==> config.mk <==
export PLATFORM = sky130hd
export DESIGN_NAME = multichannel_lockin_decimator
export DESIGN_NICKNAME = d
export VERILOG_FILES = /design/src/rtl/multichannel_lockin_decimator.sv
export SDC_FILE = /design/constraint.sdc
export NUM_CORES = 2
export LEC_CHECK = 0
export CORE_ASPECT_RATIO = 0.7
export CORE_UTILIZATION = 40
export DETAILED_ROUTE_END_ITERATION = 6
export PLACE_DENSITY = 0.62
export SYNTH_ARGS = -nofsm -noshare
export SYNTH_HDL_FRONTEND = slang
export SYNTH_SLANG_ARGS = --single-unit
==> constraint.sdc <==
create_clock -name clk -period 25.2 [get_ports clk]
set_input_delay 5.04 -clock clk [delete_from_list [all_inputs] [get_ports clk]]
set_output_delay 5.04 -clock clk [all_outputs]
set_load 0.03 [all_outputs]
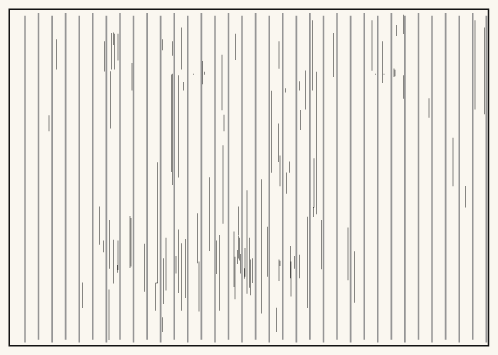
*M4 wires*
Drawn at 1 px/µm. Supply wires on this layer in gray.
wire length on this layer	4,060 µm
share of all routed wire	2.2%
longest straight run	142 µm
total vias in the final route: 47.3k
Routed Wire Length: 188,000 µm

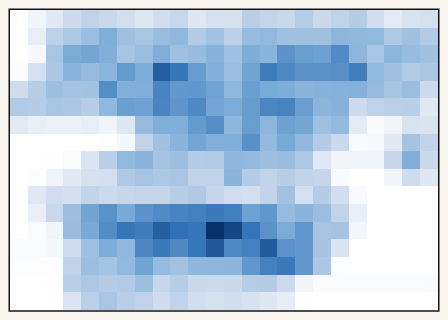
*Signal metal coverage by tile*
24 x 17 tiles, from white (low) to dark blue (high), scaled to the fullest tile. Values are wire area over tile area, all layers added.
tiles over half the peak	19%
fullest tile	0.63
mean over tiles	0.20
emptiest ninth of the die	bottom right
nearly empty tiles	14%
all-layer global routing usage: 0.236
final routed wire length divided by cell count: 21.5 µm

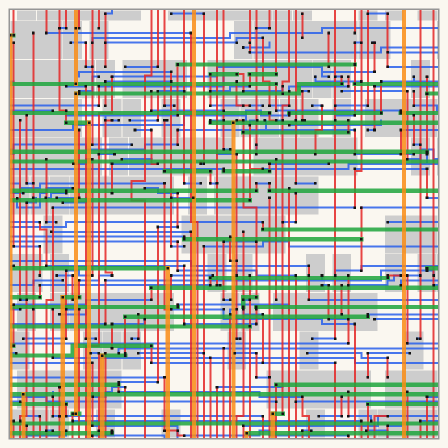
*Layout detail*
Window x 224 to 254, y 85 to 115 µm. Cells in gray, sequential cells in the stronger gray; small squares are vias.
color	layer
red	M2
blue	M1
green	M3
orange	M4
sequential cells in the window	0
cells with their middle in the window	67
most frequent	fa_1 (19), inv_1 (18), nand2_1 (15)

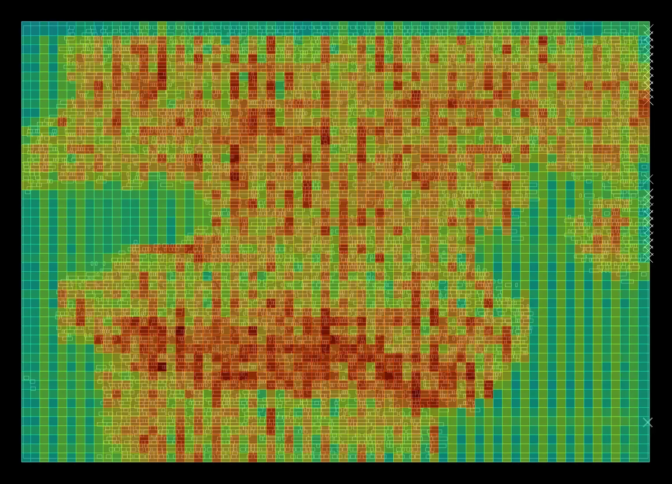
*Routing congestion map*
global routing usage on met1: 0.336
met3 track demand over resource in global routing: 0.0567
most crowded layer after global routing: met2
post-route core utilization: 0.466

==> summary.txt <==
Implementation progress

The flow ran to the end, but the final reports show violations. The final reports fail on DRC. On the critical path, the stage with the largest delay is an instance of sky130_fd_sc_hd__o21ai_1. After clock tree synthesis, the clock-pin slew on the worst setup and hold paths is 80 ps. The share of the synthesized area in the top cell type stands at 0.254. The share of the Yosys chip area taken by registers is 0.382. Post-route period utilization is reported as 0.370. In this run the register-to-register setup slack is 15,880 ps. The most critical min-delay path falls under reg -> reg.

Summed over all layers, the global routing overflow is 0. The number of diodes stands at 0. By instance count, the cell type seen most on the critical path is sky130_fd_sc_hd__fa_1. The end-of-flow timing check tallies setup violations at 0. The count of unresolved DRC violations after routing stands at 46. The via count of the first global-routing pass stands at 48.2k. The post-synth register bit count is 942.

The met2 layer usage reported by global route stands at 0.364. The width of the chip stands at 478 µm. The number of buffers inserted during clock tree synthesis stands at 92. The placer congestion estimate stands at 0.956.
layout by cell type, fill, tap and decap left out, drive strengths merged, types with 8 or more instances in the layout:
cell | netlist | final
mux2i | 44 | 44
or2 | 12 | 12
inv | 654 | 659
o21a | 40 | 40
a2111oi | 9 | 9
clkinv | 0 | 23
nor2 | 825 | 825
a311oi | 8 | 8
and3 | 27 | 27
a22o | 50 | 50
nor3 | 56 | 56
o21bai | 22 | 22
nand4 | 25 | 25
clkdlybuf4s50 | 0 | 436
a21oi | 439 | 439
mux4 | 110 | 110
and4 | 12 | 12
o211ai | 19 | 19
o21ai | 119 | 119
dfxtp | 406 | 406
xor2 | 75 | 75
ha | 246 | 246
or4 | 11 | 11
edfxtp | 536 | 536
nor3b | 13 | 13
clkbuf | 304 | 139
a31oi | 17 | 17
buf | 30 | 71
a21o | 89 | 89
nand2b | 34 | 34
and2 | 128 | 128
mux2 | 42 | 42
or3 | 17 | 17
a211oi | 25 | 25
nor2b | 22 | 22
nand3 | 68 | 68
fa | 609 | 609
nand2 | 1010 | 1010
xnor2 | 101 | 101
through the flow:
step                      hold slack [ps]  setup WS, ps  total power (W)
after floorplan                       443         17060          0.00300
after global placement                445         15940          0.00352
after global routing                  474         15490          0.00523
after detailed placement              446         15820          0.00354
after CTS                             455         15790          0.00494
final                                 453         15880          0.00493
final cells by class:
class	instances	area, µm²	share of cell area
inverters	654	2460	0.0337
repair buffers	507	4900	0.0674
clock inverters	32	328	0.00450
well taps	2091	2620	0.0359
clock buffers	139	2680	0.0368
flip-flops and latches	942	24200	0.333
multi-input cells	4410	35600	0.489
cell families (layout without fill, tap and decap cells):
logic type                 after synthesis  count (layout)  share of synthesized area
AOI/OAI and AO/OA                      905             905                     0.0885
and+or+nand+nor                       2278            2278                      0.152
xor gates and xnor gates               176             176                     0.0243
DFF                                    942             942                      0.382
muxes                                  196             196                     0.0535
buffers and inverters                  988            1332                     0.0587
adders and majority gates              855             855                      0.241
worst register-to-register path: cells and delay by family, from the launching register on:
kind                     cells  cell delay (ps)
XOR/XNOR                     1              170
adder cells (fa/ha/maj)      8             3570
AND-OR/OR-AND                5             2840
multiplexers                 1              440
AND/OR/NAND/NOR              6             1110
buffers and inverters        5              810
flip-flops                   1              320
power breakdown:
group | total [W] | switching (W) | internal, W
sequential | 0.00178 | 0.0000916 | 0.00169
combinational | 0.00175 | 0.00110 | 0.000658
clock | 0.00140 | 0.000628 | 0.000772
per-layer routing:
| metal | wire [µm] | share of wire |
|---|---|---|
| met2 | 83000 | 0.44 |
| met4 | 4060 | 0.022 |
| met3 | 18600 | 0.099 |
| met1 | 82800 | 0.44 |
| met5 | 50 | 0.00027 |
Power figures rest on the tool's default switching activity, not on a simulated workload.
